Fig. 1: run 1, cell outlines without signal wires
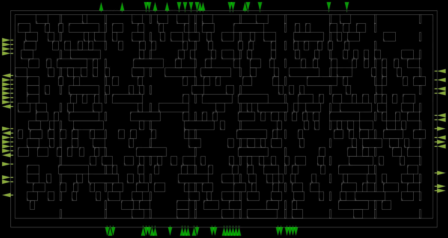
Fig. 2: run 1, I/O nets highlighted
(3 px per um)
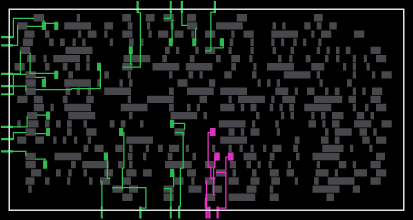
Fig. 3: run 1, the metal 1 layer
(4 px per um) Supply wires on this layer in grey. Cells faint in the background.
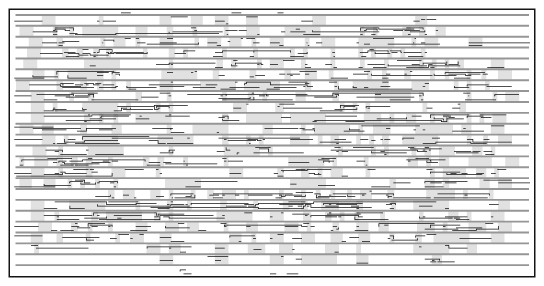
Design reg_op_sequencer, sky130hd; sources not shown.
==> reports/metrics.cfg, run 1 <==
[route]
maxUsedRoutingLayer=met4
drc=0
ant_nets=0
routed-wl-met2_um=3400
drt-met1-wl_um=2740
initialDrtViolationCount=27
post_drt_via_cell_ratio=4.28

[logic_synthesis]
edf_count=0
ys_cells=251
ys_sh_mux_pct=0
ys_sh_aoi_pct=16.4
ff_type=dfrtp_1
top_cells_by_area=dfrtp_1 39%, nand2_1 16%, inv_1 8.8%
yosys.area.top_type=dfrtp_1
top_cells_by_count=75 x nand2_1, 41 x inv_1, 27 x dfrtp_1, 23 x nor2_1, 23 x o21ai_0
postSynthSeqShare_pct=40.2
synth_cell_type_count=28
ys_sh_xor_pct=1.00
netlist_instances=251
synthesis.area_sq_mm=0.00175
synth_top_area_share_pct=38.7

[setup_path]
crit_type=reg -> out
worst-path-max-fanout=17
cp_slowest_stage_delay_ns=0.39
path_cells=inv_2, ha_4, buf_12, buf_4, nand2_1, inv_1, dlygate4sd2_1
start_kind=flip-flop
path_depth=7
crit_path_end_kind=output port
critPathBufInv=5
required_ns=1.71

[clock_network]
clock_sinks=28
cts_made_buffers=3
path_clk_slew_ns=0.07
cts_tree=yes
post_cts_buffers=2
worstSkewPairLatency_ns=0.26
cts_root_buffer=clkbuf_16
htreeDepth=1
cts_hold_buf=0

[global_routing]
grt_max_degree=29
antenna_found_initial=0
grt_pass1_wl_um=10100
grt_overflow=0

[placed_design]
place_hpwl_um=4910
gp_congestion=0.772
pre_cts_ws_ns=-0.00870
dpl.cell_count=448

[pwr]
p_clk_share_pct=12.7
worst_ir_drop_vdd_v=0.000548
sw_frac_of_total_pct=44.4
share_seq_of_total_power_pct=25.7
combPwrFrac_pct=61.6
p_leak_nw=1.52
p_total_mw=4.21
p_comb_mw=2.60
maxPowerGroup=combinational logic

[sta]
post-route-period-util_pct=95.7
whs_ns=0.322
fin_crit_ns=1.82
fmax_mhz=550
fin_skew_ns=0.00205
fin_ws_ns=0.0818
hold_violations=0

[finish]
syn_to_final_growth_pct=63.2
final_core_util_pct=35.5
clockBufferCount=4
lay_top_count=nand2_1
largest_register_ffs=16
clock_area_share_pct=3.11
antenna_cells=0
dominant_cells=buffers
post_layout_nonfiller_instances=454
nNonClkBuffers=98
layout_top_cells=75 x nand2_1, 55 x clkdlybuf4s50_1, 39 x inv_1, 27 x dfrtp_1, 25 x dlygate4sd2_1

[die]
dieHeight_um=66.5
fp_util_pct=21.8

[outcome]
outcome=complete, no violations

Back to the opening pictures, Fig. 1:
Well Taps: 112
fill cell count: 939
core footprint: 0.00803 sq mm
Flops: 28

Back to the opening pictures, Fig. 2:
[req0_data] green | bits: 16 | direction: input | end cells: 16 | wire: 335 um
[req1_op] magenta | bits: 3 | direction: input | end cells: 3 | wire: 69.8 um
io pins: 83
PortBufs: 82

Back to the opening pictures, Fig. 3:
main direction: horizontal
nets with wire on the layer: 354
wire length on this layer: 2740 um
share of all routed wire: 43%
longest straight run: 31.7 um
met1 GRT Util: 17.6%
final wirelength: 6410 um

==> run 2, diff against run 1 <==
- CTS_CLUSTER_DIAMETER: unset -> 200
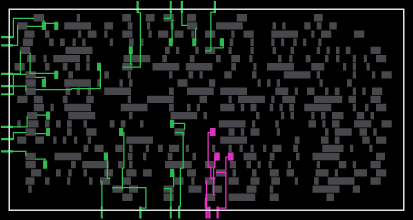
Fig. 4. I/O nets highlighted (run 2).
(3 px per um)
[req0_data] green | bits: 16 | direction: input | end cells: 16 | wire: 335 um
[req1_op] magenta | bits: 3 | direction: input | end cells: 3 | wire: 69.8 um

==> reports/metrics.cfg, run 2 <==
[outcome]
outcome=complete, no violations

[clock_network]
cts_hold_buf=0  ; unchanged
path_clk_slew_ns=0.07  ; about the same
htreeDepth=1  ; unchanged
clock_sinks=28  ; unchanged
cts_made_buffers=3  ; unchanged
cts_root_buffer=clkbuf_16
post_cts_buffers=2  ; unchanged
cts_tree=yes

[die]
die_x_um=131
fp_util_pct=21.8  ; unchanged
core-area_sq_mm=0.00803  ; unchanged
io_pins=83  ; unchanged
tapCellCount=112  ; unchanged
dieHeight_um=66.5  ; unchanged

[route]
drt-met1-wl_um=2740  ; unchanged
wl_um=6410  ; unchanged
maxUsedRoutingLayer=met4
initialDrtViolationCount=27  ; unchanged
post_drt_via_cell_ratio=4.28  ; unchanged
drc=0  ; unchanged
ant_nets=0  ; unchanged

[pwr]
worst_ir_drop_vdd_v=0.000548  ; unchanged
maxPowerGroup=combinational logic
p_total_mw=4.21  ; unchanged
p_clk_share_pct=12.7  ; about the same
sw_frac_of_total_pct=44.4  ; unchanged
power_sequential_mw=1.08
p_leak_nw=1.52  ; unchanged
combPwrFrac_pct=61.6  ; about the same
share_seq_of_total_power_pct=25.7  ; about the same
p_comb_mw=2.60  ; about the same

[finish]
layout_top_cells=75 x nand2_1, 55 x clkdlybuf4s50_1, 39 x inv_1, 27 x dfrtp_1, 25 x dlygate4sd2_1
post_layout_nonfiller_instances=454  ; unchanged
nNonClkBuffers=98  ; unchanged
syn_to_final_growth_pct=63.2  ; unchanged
final_core_util_pct=35.5  ; unchanged
largest_register_ffs=16  ; unchanged
nFillCells=939  ; unchanged
clockBufferCount=4  ; unchanged
clock_area_share_pct=3.11  ; unchanged
lay_top_count=nand2_1
antenna_cells=0  ; unchanged
seq_cells=28  ; unchanged
dominant_cells=buffers

[placed_design]
gp_congestion=0.772  ; unchanged
pre_cts_ws_ns=-0.00870  ; unchanged
dpl.cell_count=448  ; unchanged
portBuffers=82  ; unchanged

[global_routing]
use_met1_pct=17.6  ; unchanged
grt_pass1_wl_um=10100  ; unchanged
grt_overflow=0  ; unchanged
antenna_found_initial=0  ; unchanged
grt_max_degree=29  ; unchanged

[logic_synthesis]
ys_sh_aoi_pct=16.4  ; unchanged
synth_top_area_share_pct=38.7  ; unchanged
synthesis.area_sq_mm=0.00175  ; unchanged
synth_cell_type_count=28  ; unchanged
ys_sh_mux_pct=0  ; unchanged
netlist_instances=251  ; unchanged
yosys.area.top_type=dfrtp_1
synth-async-reset-ratio_pct=100
top_cells_by_area=dfrtp_1 39%, nand2_1 16%, inv_1 8.8%
ys_sh_xor_pct=1.00  ; unchanged
postSynthSeqShare_pct=40.2  ; unchanged
edf_count=0  ; unchanged
ys_cells=251  ; unchanged
ff_type=dfrtp_1

[sta]
fin_skew_ns=0.00205  ; unchanged
fmax_mhz=550  ; unchanged
hold_violations=0  ; unchanged
slew_viol_final=0
fin_crit_ns=1.82  ; unchanged
whs_ns=0.322  ; unchanged
fin_ws_ns=0.0818  ; unchanged
post-route-period-util_pct=95.7  ; unchanged

[setup_path]
required_ns=1.71  ; about the same
crit_type=reg -> out
crit_path_end_kind=output port
start_kind=flip-flop
path_depth=7  ; unchanged
path_cells=inv_2, ha_4, buf_12, buf_4, nand2_1, inv_1, dlygate4sd2_1
critPathBufInv=5  ; unchanged

Fig. 5: run 2, cell outlines without signal wires
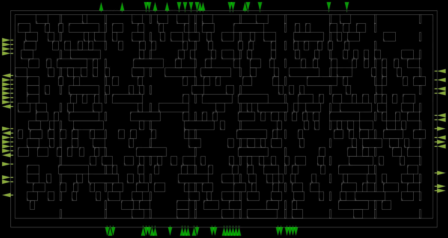

==> run 3, diff against run 2 <==
- CAP_MARGIN: unset -> 20
- CORE_MARGIN: unset -> 8
- CORE_UTILIZATION: 21 -> 32
- DONT_BUFFER_PORTS: unset -> 1
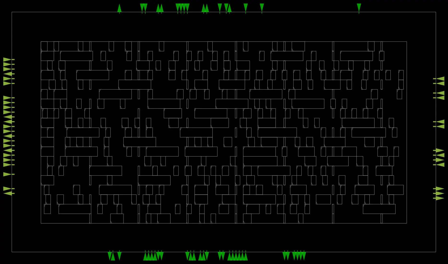
Fig. 6. Cell outlines without signal wires (run 3).
Final Util: 39.3%
Well Taps: 73
Post-Layout Cell Count: 342

==> reports/metrics.cfg, run 3 <==
[outcome]
outcome=complete, no violations

[global_routing]
antenna_found_initial=0  ; unchanged
grt_pass1_wl_um=10000  ; -0.62%
grt_overflow=0  ; unchanged
use_met1_pct=18.2  ; +0.66 points

[finish]
layout_top_cells=75 x nand2_1, 41 x inv_1, 26 x dfrtp_1, 23 x nor2_1, 23 x o21ai_0
dominant_cells=logic gates
antenna_cells=0  ; unchanged
seq_cells=28  ; unchanged
nFillCells=646  ; -31%
nNonClkBuffers=25  ; -74%
syn_to_final_growth_pct=20.7
largest_register_ffs=16  ; unchanged

[pwr]
maxPowerGroup=combinational logic
p_leak_nw=1.13  ; -26%
p_total_mw=3.52  ; -16%
p_comb_mw=1.94  ; -25%
worst_ir_drop_vdd_v=0.000526  ; -4.0%
p_clk_share_pct=13.6  ; +0.9 points
sw_frac_of_total_pct=49.3  ; +4.9 points
share_seq_of_total_power_pct=31.4  ; +5.7 points

[clock_network]
cts_made_buffers=3  ; unchanged
cts_tree=yes
post_cts_buffers=0  ; -2
cts_hold_buf=20  ; +20
htreeDepth=1  ; unchanged

[sta]
fin_crit_ns=1.75  ; -0.0644 ns
whs_ns=0.101  ; -0.221 ns
hold_violations=0  ; unchanged
fin_skew_ns=0.00408  ; +0.00204 ns
fmax_mhz=570  ; +3.7%
fin_ws_ns=0.146  ; +0.0644 ns
slew_viol_final=0  ; unchanged

[die]
fp_util_pct=32.5  ; +11 points
core-area_sq_mm=0.00537  ; -33%
die_x_um=121  ; -8.0%
io_pins=83  ; unchanged
dieHeight_um=68.3  ; +2.6%

[logic_synthesis]
synth-async-reset-ratio_pct=100  ; unchanged
ff_type=dfrtp_1
ys_sh_aoi_pct=16.4  ; unchanged
synthesis.area_sq_mm=0.00175  ; unchanged
synth_top_area_share_pct=38.7  ; unchanged

[setup_path]
critPathBufInv=1  ; -4
crit_type=reg -> out
start_kind=flip-flop
path_cells=inv_1, ha_1, nand2_1, nor3_1
required_ns=1.71  ; about the same

[placed_design]
portBuffers=0  ; -100%
dpl.cell_count=317  ; -29%
gp_congestion=0.725  ; -6.0%
pre_cts_ws_ns=0.0875  ; +0.0962 ns

[route]
ant_nets=0  ; unchanged
maxUsedRoutingLayer=met4
post_drt_via_cell_ratio=4.92  ; +15%

